**config.mk**
```make
export PLATFORM = sky130hd
export DESIGN_NAME = io_spart_responder
export DESIGN_NICKNAME = d
export VERILOG_FILES = /design/src/rtl/io_spart_responder.sv
export SDC_FILE = /design/constraint.sdc
export NUM_CORES = 1
export LEC_CHECK = 0
export ABC_CLOCK_PERIOD_IN_PS = 3600
export CAP_MARGIN = 10
export CORE_AREA = 2 2 98 100
export DETAILED_ROUTE_END_ITERATION = 6
export DIE_AREA = 0 0 100 102
export PLACE_DENSITY_LB_ADDON = 0.2
export REMOVE_ABC_BUFFERS = 1
export SYNTH_ARGS = -nofsm -noshare
export SYNTH_HDL_FRONTEND = slang
export SYNTH_SLANG_ARGS = --single-unit
```
**constraint.sdc**
```tcl
create_clock -name clk -period 3.6 [get_ports clk]
set_input_delay 0.9 -clock clk [delete_from_list [all_inputs] [get_ports clk]]
set_output_delay 0.9 -clock clk [all_outputs]
set_load 0.05 [all_outputs]
```
**src/rtl/io_spart_responder.sv**
```systemverilog
// ============================================================================
// io_spart_responder: memory-mapped IO slave in front of a SPART UART, with
// TX launch, RX FIFO, status/overflow and baud divisor register.
// Revision: 1.0
// ============================================================================
`default_nettype none

module io_spart_responder #(
   parameter int          RX_DEPTH    = 4,
   parameter logic [15:0] DEFAULT_DIV = 16'd162
) (
   input  logic        clk,
   input  logic        rst_n,
   input  logic [27:0] io_addr,
   input  logic [31:0] io_wr_data,
   input  logic        io_rw,
   input  logic        io_valid,
   output logic [31:0] io_rd_data,
   output logic        io_ready,
   output logic [7:0]  tx_data,
   output logic        tx_start,
   input  logic        tx_busy,
   input  logic [7:0]  rx_data,
   input  logic        rx_strobe,
   output logic [15:0] baud_div
);

   localparam int PW = $clog2(RX_DEPTH);
   localparam int CW = PW + 1;

   localparam logic [1:0] REG_TX   = 2'b00;
   localparam logic [1:0] REG_RX   = 2'b01;
   localparam logic [1:0] REG_STAT = 2'b10;
   localparam logic [1:0] REG_DIV  = 2'b11;

   typedef enum logic [2:0] {
      S_IDLE    = 3'd0,
      S_DECODE  = 3'd1,
      S_TX_WAIT = 3'd2,
      S_RESP    = 3'd3,
      S_DONE    = 3'd4
   } state_t;

   state_t          state_q, state_d;
   logic [1:0]      addr_q, addr_d;
   logic            rw_q, rw_d;
   logic [15:0]     wdata_q, wdata_d;
   logic            ready_q, ready_d;
   logic [31:0]     rd_data_q, rd_data_d;
   logic            tx_start_q, tx_start_d;
   logic [7:0]      tx_data_q, tx_data_d;
   logic [15:0]     baud_q, baud_d;
   logic [PW-1:0]   head_q, head_d, tail_q, tail_d;
   logic [CW-1:0]   count_q, count_d;
   logic            ovf_q, ovf_d;
   logic [7:0]      mem_q [RX_DEPTH];

   logic            full, nonempty, tx_ready, pop, push;
   logic [4:0]      count_ext;
   logic [2:0]      cnt_field;
   logic [31:0]     status;
   logic            unused_bits;

   assign unused_bits = ^{io_addr[27:4], io_addr[1:0], io_wr_data[31:16]};

   assign full      = (count_q == CW'(RX_DEPTH));
   assign nonempty  = (count_q != '0);
   assign count_ext = 5'(count_q);
   assign cnt_field = (count_ext > 5'd7) ? 3'd7 : count_ext[2:0];
   // A launch is pending while stalled in TX_WAIT or while tx_start is still out.
   assign tx_ready  = ~tx_busy & ~tx_start_q & (state_q != S_TX_WAIT);
   assign status    = {25'b0, cnt_field, ovf_q, full, tx_ready, nonempty};

   assign pop  = (state_q == S_DECODE) && (addr_q == REG_RX) && !rw_q && nonempty;
   assign push = rx_strobe && (!full || pop);

   always_comb begin
      state_d    = state_q;
      addr_d     = addr_q;
      rw_d       = rw_q;
      wdata_d    = wdata_q;
      ready_d    = 1'b0;
      rd_data_d  = 32'b0;
      tx_start_d = 1'b0;
      tx_data_d  = tx_data_q;
      baud_d     = baud_q;
      ovf_d      = ovf_q;

      case (state_q)
         S_IDLE: begin
            if (io_valid) begin
               addr_d  = io_addr[3:2];
               rw_d    = io_rw;
               wdata_d = io_wr_data[15:0];
               state_d = S_DECODE;
            end
         end
         S_DECODE: begin
            if (rw_q && (addr_q == REG_TX) && tx_busy) begin
               state_d = S_TX_WAIT;
            end else begin
               state_d = S_RESP;
               ready_d = 1'b1;
               case (addr_q)
                  REG_TX: begin
                     if (rw_q) begin
                        tx_start_d = 1'b1;
                        tx_data_d  = wdata_q[7:0];
                     end
                  end
                  REG_RX: begin
                     if (!rw_q && nonempty) rd_data_d = {24'b0, mem_q[head_q]};
                  end
                  REG_STAT: begin
                     if (rw_q) begin
                        if (wdata_q[3]) ovf_d = 1'b0;
                     end else begin
                        rd_data_d = status;
                     end
                  end
                  default: begin
                     if (rw_q) baud_d = wdata_q;
                     else      rd_data_d = {16'b0, baud_q};
                  end
               endcase
            end
         end
         S_TX_WAIT: begin
            if (!tx_busy) begin
               state_d    = S_RESP;
               ready_d    = 1'b1;
               tx_start_d = 1'b1;
               tx_data_d  = wdata_q[7:0];
            end
         end
         S_RESP:  state_d = S_DONE;
         S_DONE:  state_d = S_IDLE;
         default: state_d = S_IDLE;
      endcase

      // A dropped byte re-flags overflow even if software clears it this cycle.
      if (rx_strobe && full && !pop) ovf_d = 1'b1;
   end

   always_comb begin
      head_d  = pop  ? head_q + PW'(1) : head_q;
      tail_d  = push ? tail_q + PW'(1) : tail_q;
      count_d = count_q + CW'(push) - CW'(pop);
   end

   always_ff @(posedge clk or negedge rst_n) begin
      if (!rst_n) begin
         state_q    <= S_IDLE;
         addr_q     <= 2'b0;
         rw_q       <= 1'b0;
         wdata_q    <= 16'b0;
         ready_q    <= 1'b0;
         rd_data_q  <= 32'b0;
         tx_start_q <= 1'b0;
         tx_data_q  <= 8'b0;
         baud_q     <= DEFAULT_DIV;
         head_q     <= '0;
         tail_q     <= '0;
         count_q    <= '0;
         ovf_q      <= 1'b0;
      end else begin
         state_q    <= state_d;
         addr_q     <= addr_d;
         rw_q       <= rw_d;
         wdata_q    <= wdata_d;
         ready_q    <= ready_d;
         rd_data_q  <= rd_data_d;
         tx_start_q <= tx_start_d;
         tx_data_q  <= tx_data_d;
         baud_q     <= baud_d;
         head_q     <= head_d;
         tail_q     <= tail_d;
         count_q    <= count_d;
         ovf_q      <= ovf_d;
      end
   end

   always_ff @(posedge clk) begin
      if (push) mem_q[tail_q] <= rx_data;
   end

   assign io_ready   = ready_q;
   assign io_rd_data = rd_data_q;
   assign tx_start   = tx_start_q;
   assign tx_data    = tx_data_q;
   assign baud_div   = baud_q;

endmodule

`default_nettype wire

```
**Run 1: wiring by layer**

Drawn at 4 px/µm. Two of the layers only.
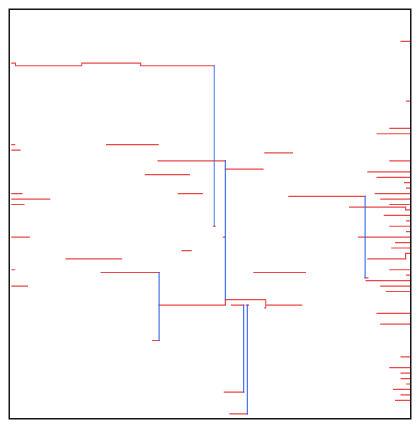
Key: red = M3 [wire length 446 µm]; blue = M4 [wire length 161 µm]
global routing usage summed across all routing layers: 0.180
average wire per cell in the routed design: 17.0 µm

**Run 1: nets reached from selected ports**

Drawn at 4 px/µm.
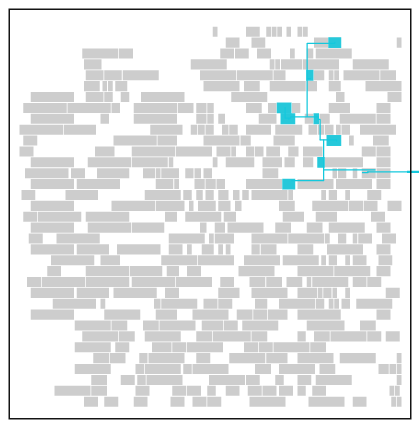
Key: cyan = tx_busy [bits 1, direction input, edge right, end cells 8, buffers 1, wire 92.0 µm]

==> highlights.md, run 1 <==
### Run status
• **status** finished, final reports clean

### Drt
• **total met2 wirelength after detailed routing** 4060 µm
• **initial drt markers** 99
• **Via density** 5.27
• **highest routed metal layer** met4

### Power
• **Max rail drop VDD** 327 µV
• **Top power group** combinational logic
• **fraction of power spent switching nets** 0.407
• **design internal power** 2.92 mW
• **cell leakage power** 2.24 nW

### GRT
• **vias in the first global route** 2623
• **total congestion overflow after global routing** 0
• **global-route wire length before repair** 13800 µm
• **grt met2 use** 0.296
• **routing usage on met1** 0.233

### Floorplanning
• **core box area** 9110 µm²
• **number of ports placed on the die boundary** 132

### Flow run
• **warning total across the stage logs** 70

### Cells and area
• **Multi-input gate area** 1520 µm²
• **Non-CTS buffers** 77
• **clock buffer instance count of the final layout** 10
• **share of final-layout standard cells stronger than drive strength 1** 0.133
• **Logic inverters** 7
• **flip-flop count of the largest register, all copies and words added** 32
• **leading cell type in the layout, fill and taps excluded** sky130_fd_sc_hd__clkdlybuf4s50_1

### Setup path
• **max incr delay on CP** 0.81 ns
• **maximum fanout encountered on the critical timing path** 3
• **endpoint of the worst setup timing path** baud_div[1]
• **launch point of the worst path** baud_div[1]
• **logic depth of the worst path, buffers included** 1
• **crit start category** flop
• **required time of the critical path** 2.70 ns
• **Worst path top cell family by delay** buffers and inverters
• **depth of the worst register-to-register path** 8

### Place
• **estimated wirelength of the detail-placed design** 5800 µm

### Synthesis
• **number of warnings issued by yosys** 0
• **most numerous cell in the Yosys netlist** sky130_fd_sc_hd__dfrtp_1
• **area fraction in xor and xnor cells** 0.00979
• **mean instance size in the synthesized netlist** 14.4 µm²
• **Dominant cell area share** 0.386
• **dominant combinational cell family by area after synthesis** multiplexers
• **aoi/oai-family share of the synthesized area** 0.0531
• **sequential share of the synthesized area** 0.618
• **Post-synth top flop** sky130_fd_sc_hd__dfrtp_1
• **Post-Syn Area** 4470 µm²

### CTS
• **TritonCTS Buffers** 9
• **CTS tree** built
• **buffer levels on the longest clock path** 2
• **Clk pin slew, worst setup/hold paths** 0.09 ns

### Hold path
• **path type of the worst min-delay path** flop to flop
• **hold path startpoint** wdata_q[14]
• **worst hold stages** 1

### Timing
• **setup repair after global routing missed its margin** false
• **Hold WS** 0.487 ns
• **maximum frequency from static timing analysis** 0.378 GHz
• **Worst Tran Pin Value** 0.895 ns
• **setup violators final** 0
• **max_slew headroom** 0.403

**Run 1: register map, names as in the netlist**

Drawn at 6 px/µm. Other sequential cells in the stronger gray, the rest of the logic in the fainter gray.
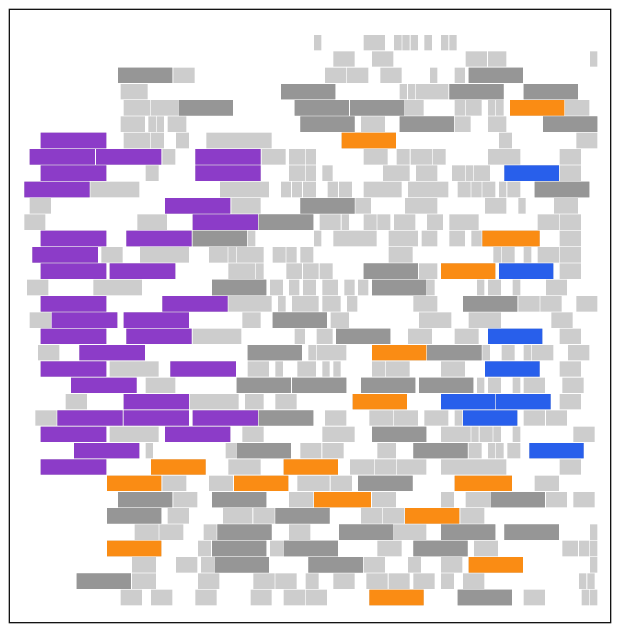
Key: blue = tx_data [flops 8]; orange = baud_div [flops 16]; purple = mem_q [flops 32, where middle left]
end-of-flow core utilization: 0.596
area taken by flip-flops and latches: 2770 µm²
flip-flop and latch power: 2.06 mW
register fraction of the total cell area: 0.510

**Run 1: wiring heat map**

Drawn at 4 px/µm. The die is cut into 20 by 20 equal tiles; dark blue is low, red is high, scaled to the fullest tile. Values are wire area over tile area, all layers added.
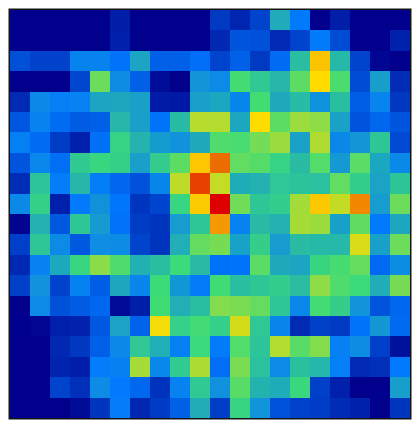

==> inputs of run 2 (changes only) <==
Settings changed: ABC_CLOCK_PERIOD_IN_PS 3600 to 2200, CORE_AREA 2 2 98 100 to 2 2 105 107, DIE_AREA 0 0 100 102 to 0 0 107 109.
Clock period 3.6 ns to 2.2 ns, I/O delays scaled along.
**Run 2: wiring heat map**

Drawn at 3 px/µm. The die is cut into 21 by 22 equal tiles; dark blue is low, red is high, scaled to the fullest tile. Values are wire area over tile area, all layers added.
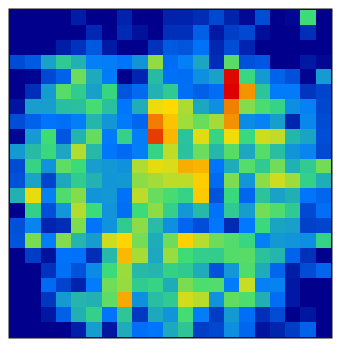
13% of the tiles are nearly empty. The densest ninth of the die: center. The emptiest ninth of the die: upper left.

==> highlights.md, run 2 <==
### Power
• **Max rail drop VDD** 707 µV, +120%
• **Top power group** combinational logic
• **net load switching power** 3.41 mW
• **cell leakage power** 2.38 nW, +6.1%
• **fraction of power spent switching nets** 0.411, +0.00450
• **flip-flop and latch power** 3.13 mW, +52%

### Cells and area
• **share of final-layout standard cells stronger than drive strength 1** 0.205, +0.0721
• **post-layout instance area** 5710 µm²
• **register fraction of the total cell area** 0.484, -0.0255
• **Logic inverters** 7, unchanged
• **clock buffer instance count of the final layout** 10, unchanged
• **area taken by flip-flops and latches** 2770 µm², unchanged
• **end-of-flow core utilization** 0.539, -0.0570
• **Non-CTS buffers** 98, +27%
• **Multi-input gate area** 1560 µm², +3.0%

### Setup path
• **depth of the worst register-to-register path** 7, -1
• **Worst path top cell family by delay** adder cells
• **max incr delay on CP** 0.56 ns, -0.25 ns
• **crit start category** flop
• **maximum fanout encountered on the critical timing path** 2, -1
• **logic depth of the worst path, buffers included** 7, +6
• **required time of the critical path** 2.50 ns, -0.20 ns
• **launch point of the worst path** state_q[1]

### GRT
• **vias in the first global route** 2682, +2.2%
• **global routing usage summed across all routing layers** 0.164, -0.0168
• **grt met2 use** 0.282, -0.0141
• **total congestion overflow after global routing** 0, unchanged

### Run status
• **status** finished, final reports clean

### Drt
• **highest routed metal layer** met4
• **average wire per cell in the routed design** 16.0 µm, -5.8%
• **Via density** 4.95, -6.0%
• **total met2 wirelength after detailed routing** 4480 µm, +10%
• **initial drt markers** 119, +20%

### Timing
• **setup violators final** 0, unchanged
• **Worst Tran Pin Value** 0.672 ns, -0.223 ns
• **maximum frequency from static timing analysis** 0.465 GHz
• **Hold WS** 0.194 ns, -0.293 ns
• **max_slew headroom** 0.552, +0.149
• **setup repair after global routing missed its margin** true

### CTS
• **Clk pin slew, worst setup/hold paths** 0.10 ns, about the same
• **buffer levels on the longest clock path** 2, unchanged
• **CTS tree** built
• **TritonCTS Buffers** 9, unchanged

### Place
• **IO Port Bufs** 73

### Floorplanning
• **n_taps** 140
• **number of ports placed on the die boundary** 132, unchanged

### Synthesis
• **library cell occupying the most area in the post-synthesis netlist** sky130_fd_sc_hd__dfrtp_1
• **dominant combinational cell family by area after synthesis** multiplexers
• **Post-synth top flop** sky130_fd_sc_hd__dfrtp_1
• **area fraction in xor and xnor cells** 0.00979, unchanged
• **aoi/oai-family share of the synthesized area** 0.0531, unchanged
• **mean instance size in the synthesized netlist** 14.4 µm², unchanged
• **largest cells by area after synthesis** sky130_fd_sc_hd__dfrtp_1, sky130_fd_sc_hd__edfxtp_1, sky130_fd_sc_hd__mux2_1
• **sequential share of the synthesized area** 0.618, unchanged
• **number of warnings issued by yosys** 0, unchanged

### Flow run
• **warning total across the stage logs** 72, +2.9%

==> inputs of run 3 (changes only) <==
Settings changed: GPL_ROUTABILITY_DRIVEN from default to 0.
**Run 3: nets reached from selected ports**

Drawn at 4 px/µm.
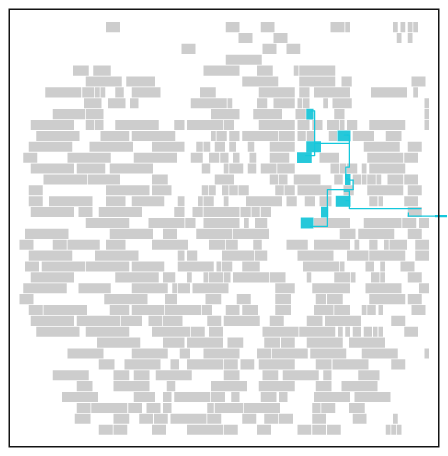
Key: cyan = tx_busy [bits 1, direction input, edge right, end cells 8, buffers 2, wire 93.1 µm]
number of ports placed on the die boundary: 132
IO Port Bufs: 73

==> highlights.md, run 3 <==
### Run status
• **status** finished, final reports clean

### Timing
• **setup violators final** 0, unchanged
• **setup repair after global routing missed its margin** true
• **max_slew headroom** 0.552, unchanged
• **Hold WS** 0.194 ns, unchanged
• **Worst Tran Pin Value** 0.672 ns, unchanged
• **maximum frequency from static timing analysis** 0.465 GHz, unchanged

### Setup path
• **logic depth of the worst path, buffers included** 7, unchanged
• **crit start category** flop
• **Worst path top cell family by delay** adder cells
• **depth of the worst register-to-register path** 7, unchanged
• **max incr delay on CP** 0.56 ns, about the same
• **required time of the critical path** 2.50 ns, about the same

### GRT
• **global routing usage summed across all routing layers** 0.164, unchanged
• **vias in the first global route** 2682, unchanged

### Synthesis
• **largest cells by area after synthesis** sky130_fd_sc_hd__dfrtp_1, sky130_fd_sc_hd__edfxtp_1, sky130_fd_sc_hd__mux2_1
• **mean instance size in the synthesized netlist** 14.4 µm², unchanged
• **Post-synth top flop** sky130_fd_sc_hd__dfrtp_1
• **dominant combinational cell family by area after synthesis** multiplexers
• **number of warnings issued by yosys** 0, unchanged
• **aoi/oai-family share of the synthesized area** 0.0531, unchanged
• **sequential share of the synthesized area** 0.618, unchanged
• **area fraction in xor and xnor cells** 0.00979, unchanged

### Cells and area
• **register fraction of the total cell area** 0.484, unchanged
• **Logic inverters** 7, unchanged
• **share of final-layout standard cells stronger than drive strength 1** 0.205, unchanged
• **end-of-flow core utilization** 0.539, unchanged

### Power
• **Max rail drop VDD** 707 µV, unchanged
• **flip-flop and latch power** 3.13 mW, about the same
• **Top power group** combinational logic
• **fraction of power spent switching nets** 0.411, unchanged
• **net load switching power** 3.41 mW, unchanged

### Drt
• **initial drt markers** 119, unchanged
• **average wire per cell in the routed design** 16.0 µm, unchanged
• **Via density** 4.95, unchanged
• **highest routed metal layer** met4

### Floorplanning
• **n_taps** 140, unchanged

### CTS
• **CTS tree** built
• **Clk pin slew, worst setup/hold paths** 0.10 ns, about the same

### Flow run
• **warning total across the stage logs** 72, unchanged

Power is estimated from default activity; no workload was simulated.
